`src/rtl/fpu_addsub_arbiter.sv`:
```
// fpu_addsub_arbiter
//   Round-robin front end that time-shares one combinational FP add/sub unit
//   among NUM_REQ requesters. One operation is in flight at a time:
//   IDLE (grant/accept) -> EXEC (unit settles) -> RESP (hold until taken).
//
// Ports
//   clk, rst                 clock, synchronous active-high reset
//   req_valid/req_ready      per-requester handshake (req_ready one-hot or 0)
//   req_a/req_b              32-bit operands, requester i at [32i+31:32i]
//   req_op                   per-requester op, 0 = add, 1 = subtract
//   fpu_a/fpu_b/fpu_op       operands to the shared unit (registered)
//   fpu_result/fpu_flags     combinational result and status from the unit
//   rsp_valid/rsp_ready      response handshake
//   rsp_id                   index of the requester owning the response
//   rsp_result/rsp_flags     registered result and status
//   busy                     high whenever the FSM is not IDLE
module fpu_addsub_arbiter #(
   parameter int NUM_REQ = 4,
   parameter int ID_W    = 2
) (
   input  logic                  clk,
   input  logic                  rst,
   input  logic [NUM_REQ-1:0]    req_valid,
   output logic [NUM_REQ-1:0]    req_ready,
   input  logic [32*NUM_REQ-1:0] req_a,
   input  logic [32*NUM_REQ-1:0] req_b,
   input  logic [NUM_REQ-1:0]    req_op,
   output logic [31:0]           fpu_a,
   output logic [31:0]           fpu_b,
   output logic                  fpu_op,
   input  logic [31:0]           fpu_result,
   input  logic [6:0]            fpu_flags,
   output logic                  rsp_valid,
   input  logic                  rsp_ready,
   output logic [ID_W-1:0]       rsp_id,
   output logic [31:0]           rsp_result,
   output logic [6:0]            rsp_flags,
   output logic                  busy
);

   typedef enum logic [1:0] {
      IDLE = 2'd0,
      EXEC = 2'd1,
      RESP = 2'd2
   } state_t;

   localparam logic [ID_W-1:0] PTR_RST = ID_W'(NUM_REQ - 1);

   state_t                      r_state;
   state_t                      w_state_nxt;
   logic [ID_W-1:0]             r_rr_ptr;
   logic [31:0]                 r_op_a;
   logic [31:0]                 r_op_b;
   logic                        r_op_op;
   logic [ID_W-1:0]             r_id;
   logic                        r_rsp_valid;
   logic [ID_W-1:0]             r_rsp_id;
   logic [31:0]                 r_rsp_result;
   logic [6:0]                  r_rsp_flags;

   logic [NUM_REQ-1:0][31:0]    w_a_arr;
   logic [NUM_REQ-1:0][31:0]    w_b_arr;
   logic [ID_W-1:0]             w_gnt;
   logic                        w_any;
   int                          w_best;
   logic [NUM_REQ-1:0]          w_ready;
   logic                        w_accept;

   assign w_a_arr = req_a;
   assign w_b_arr = req_b;

   // Search distance of requester i from the slot just after the pointer;
   // the smallest distance among valid requesters wins.
   function automatic int f_dist(input int i, input int p);
      return (i - p - 1 + 2 * NUM_REQ) % NUM_REQ;
   endfunction

   always_comb begin
      w_any  = 1'b0;
      w_gnt  = '0;
      w_best = NUM_REQ;
      for (int i = 0; i < NUM_REQ; i++) begin
         if (req_valid[i] && (f_dist(i, int'(r_rr_ptr)) < w_best)) begin
            w_best = f_dist(i, int'(r_rr_ptr));
            w_gnt  = ID_W'(i);
            w_any  = 1'b1;
         end
      end
   end

   // Ready is only offered in IDLE and is masked by reset so nothing can be
   // accepted on the reset edge.
   always_comb begin
      w_ready = '0;
      if (!rst && (r_state == IDLE) && w_any)
         w_ready[w_gnt] = 1'b1;
   end

   assign req_ready = w_ready;
   assign w_accept  = |(w_ready & req_valid);

   // Next-state logic
   always_comb begin
      w_state_nxt = r_state;
      case (r_state)
         IDLE:    if (w_accept) w_state_nxt = EXEC;
         EXEC:    w_state_nxt = RESP;
         RESP:    if (rsp_ready) w_state_nxt = IDLE;
         default: w_state_nxt = IDLE;
      endcase
   end

   always_ff @(posedge clk) begin
      if (rst) r_state <= IDLE;
      else     r_state <= w_state_nxt;
   end

   // Datapath registers
   always_ff @(posedge clk) begin
      if (rst) begin
         r_rr_ptr     <= PTR_RST;
         r_op_a       <= '0;
         r_op_b       <= '0;
         r_op_op      <= 1'b0;
         r_id         <= '0;
         r_rsp_valid  <= 1'b0;
         r_rsp_id     <= '0;
         r_rsp_result <= '0;
         r_rsp_flags  <= '0;
      end else begin
         case (r_state)
            IDLE: begin
               if (w_accept) begin
                  r_op_a   <= w_a_arr[w_gnt];
                  r_op_b   <= w_b_arr[w_gnt];
                  r_op_op  <= req_op[w_gnt];
                  r_id     <= w_gnt;
                  r_rr_ptr <= w_gnt;
               end
            end
            EXEC: begin
               r_rsp_result <= fpu_result;
               r_rsp_flags  <= fpu_flags;
               r_rsp_id     <= r_id;
               r_rsp_valid  <= 1'b1;
            end
            RESP: begin
               if (rsp_ready) r_rsp_valid <= 1'b0;
            end
            default: r_rsp_valid <= 1'b0;
         endcase
      end
   end

   // The shared unit only ever sees latched operands, so it holds its inputs
   // between operations.
   assign fpu_a      = r_op_a;
   assign fpu_b      = r_op_b;
   assign fpu_op     = r_op_op;

   assign rsp_valid  = r_rsp_valid;
   assign rsp_id     = r_rsp_id;
   assign rsp_result = r_rsp_result;
   assign rsp_flags  = r_rsp_flags;
   assign busy       = (r_state != IDLE);

endmodule
```
`config.mk`:
```
export PLATFORM = sky130hd
export DESIGN_NAME = fpu_addsub_arbiter
export DESIGN_NICKNAME = d
export VERILOG_FILES = /design/src/rtl/fpu_addsub_arbiter.sv
export SDC_FILE = /design/constraint.sdc
export NUM_CORES = 1
export LEC_CHECK = 0
export CAP_MARGIN = 20
export CELL_PAD_IN_SITES_DETAIL_PLACEMENT = 0
export CELL_PAD_IN_SITES_GLOBAL_PLACEMENT = 1
export CORE_MARGIN = 2
export CORE_UTILIZATION = 23
export CTS_CLUSTER_DIAMETER = 80
export DETAILED_ROUTE_END_ITERATION = 10
export HOLD_SLACK_MARGIN = 0.12
export PLACE_DENSITY_LB_ADDON = 0.1
export SKIP_LAST_GASP = 1
export SYNTH_ARGS = -nofsm -noshare
export SYNTH_HDL_FRONTEND = slang
export SYNTH_SLANG_ARGS = --single-unit
```
`constraint.sdc`:
```
create_clock -name clk -period 4.9 [get_ports clk]
set_clock_uncertainty 0.2 [all_clocks]
set_input_delay 0.98 -clock clk [delete_from_list [all_inputs] [get_ports clk]]
set_output_delay 0.98 -clock clk [all_outputs]
set_load 0.01 [all_outputs]
```
==> run_results.csv <==
group,metric,value,unit
synth,xor_area_frac,0.002756,
job,warning_count,28,
synth,synth_top_cell_by_count,"nand2_1",
final_timing,fin_crit_sh,0.9518,
outcome,status,"finished clean",
synth,yosys_warnings,0,
worst_setup_path,startpoint_type,"flip-flop",
cells_and_area,fin_cells,1463,
synth,area_leaders,"dfxtp_1, mux2i_1, o211ai_2",
place,hpwl,19.32,mm
floorplan,die_y,170.2,µm
synth,syn-num-nets,1022,
synth,syn_area_per_cell,8.965,µm²
floorplan,die-area,0.02898,mm²
worst_setup_path,end_kind,"output pin",
clock_network,cts_hold_buf,0,
cells_and_area,comb_area,0.003789,mm²
place,dpl.cell_count,1429,
power_and_ir_drop,comb-power,3.23,mW
route,firstDrtPassIters,4,
cells_and_area,final_core_util,0.4278,
synth,synth-async-reset-ratio,0,
worst_setup_path,critPathRequiredTime,3.72,ns
clock_network,cts_max_level,4,
power_and_ir_drop,p_leak,4.550,nW
clock_network,clkSinkCount,113,
job,cap_violations,0,
cells_and_area,comb_share,0.3277,
clock_network,cts_buffer_depth,2,
synth,edf_count,0,
synth,yosysTopAreaCell,"dfxtp_1",
power_and_ir_drop,p_int,3.391,mW
global_route,grt_pass1_vias,7091,
floorplan,core,0.02703,mm²
clock_network,clkTransAtPathRegs,0.06,ns
synth,ys_area,0.006356,mm²
cells_and_area,final-clk-cell-share,0.05064,
synth,ys_seq_frac,0.3559,
final_timing,whs,0.2427,ns
final_timing,setup_viol,0,
final_timing,slew_violations,0,
route,routedWlPerCell,18.44,µm
power_and_ir_drop,power_switching,2.377,mW
-- layer usage --
layer / global-route usage / wire length (µm)
met1: 0.2053 / 10680
met2: 0.3218 / 13600
met3: 0.06233 / 2074
met4: 0.06355 / 615
met5: 0 / 0
-- timing repair --
| action | 4_1_cts | 5_1_grt |
|---|---|---|
| resized | 16 | 19 |
| setup endpoints to repair | 46 | 46 |
| pin swaps | 0 | 4 |
| setup buffers | 0 | 2 |
| cloned | 0 | 0 |
-- sequential cells by signal, indices dropped and copies added, names as in the netlist, 2 cells and up --
register	count
fpu_a	32
rsp_flags	7
rsp_id	2
r_state	2
fpu_b	32
r_rr_ptr	2
rsp_result	32
r_id	2
-- worst max-delay path, stage by stage (launching register included) --
cell,delay (ns)
dfxtp_4,0.36
inv_1,0.04
ha_1,0.28
nand2b_1,0.11
o32a_1,0.32
ha_1,0.27
o21ai_0,0.06
buf_4,0.14
o21ai_4,0.11
nand2_1,0.08
o21a_1,0.21
ha_4,0.23
a21oi_2,0.14
nand2_1,0.10
a211oi_4,0.23
nor2_1,0.09
and2_1,0.14
buf_4,0.15
-- final timing paths --
path | startpoint | endpoint | cells after the start
setup / recovery | r_rr_ptr[1] | req_ready[2] | 17
hold / removal | r_id[1] | rsp_id[1] | 2
setup reg to reg | r_rr_ptr[1] | fpu_a[24] | 20
hold reg to reg | r_id[1] | rsp_id[1] | 2
-- metrics by stage --
step / power [mW] / worst slack, ns / instance area, µm² / setup TNS (ns)
after detailed placement: 4.484 / -0.6250 / 10940 / -34.61
after floorplan: 3.168 / 0.06249 / 6356 / 0
after CTS: 5.797 / 0.002492 / 11520 / 0
after global placement: 4.497 / -0.6265 / 10940 / -34.83
final: 5.767 / 0.2363 / 11560 / 0
after global routing: 6.176 / -0.002180 / 11560 / -0.002180
Fig. 1: signal wires on met3
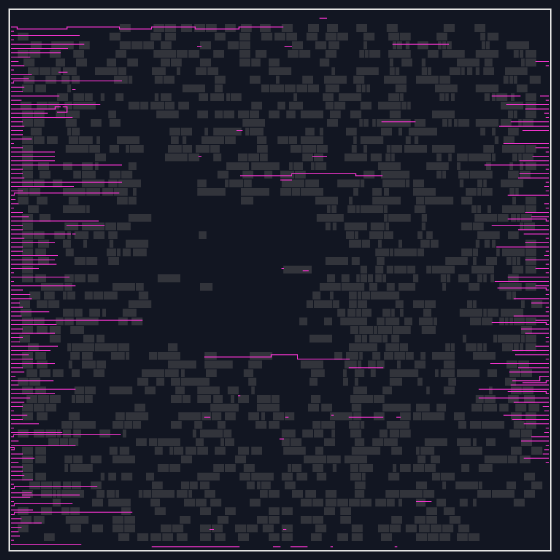
longest straight run: 41.2 µm
main direction: horizontal
wire length on this layer: 2070 µm
share of all routed wire: 7.7%
nets with wire on the layer: 224

Fig. 2: clock network drawn from the DEF
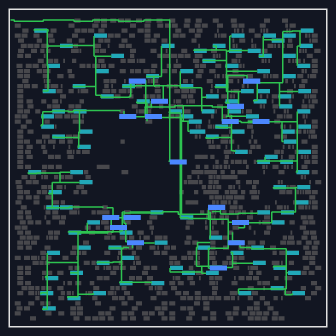
[green] clock wires | length: 2070 µm
[blue] clock drivers | count: 17
[cyan] flip-flops | count: 113
flops lie: widely spread
routed clock nets: 18

Power figures rest on the tool's default switching activity, not on a simulated workload.
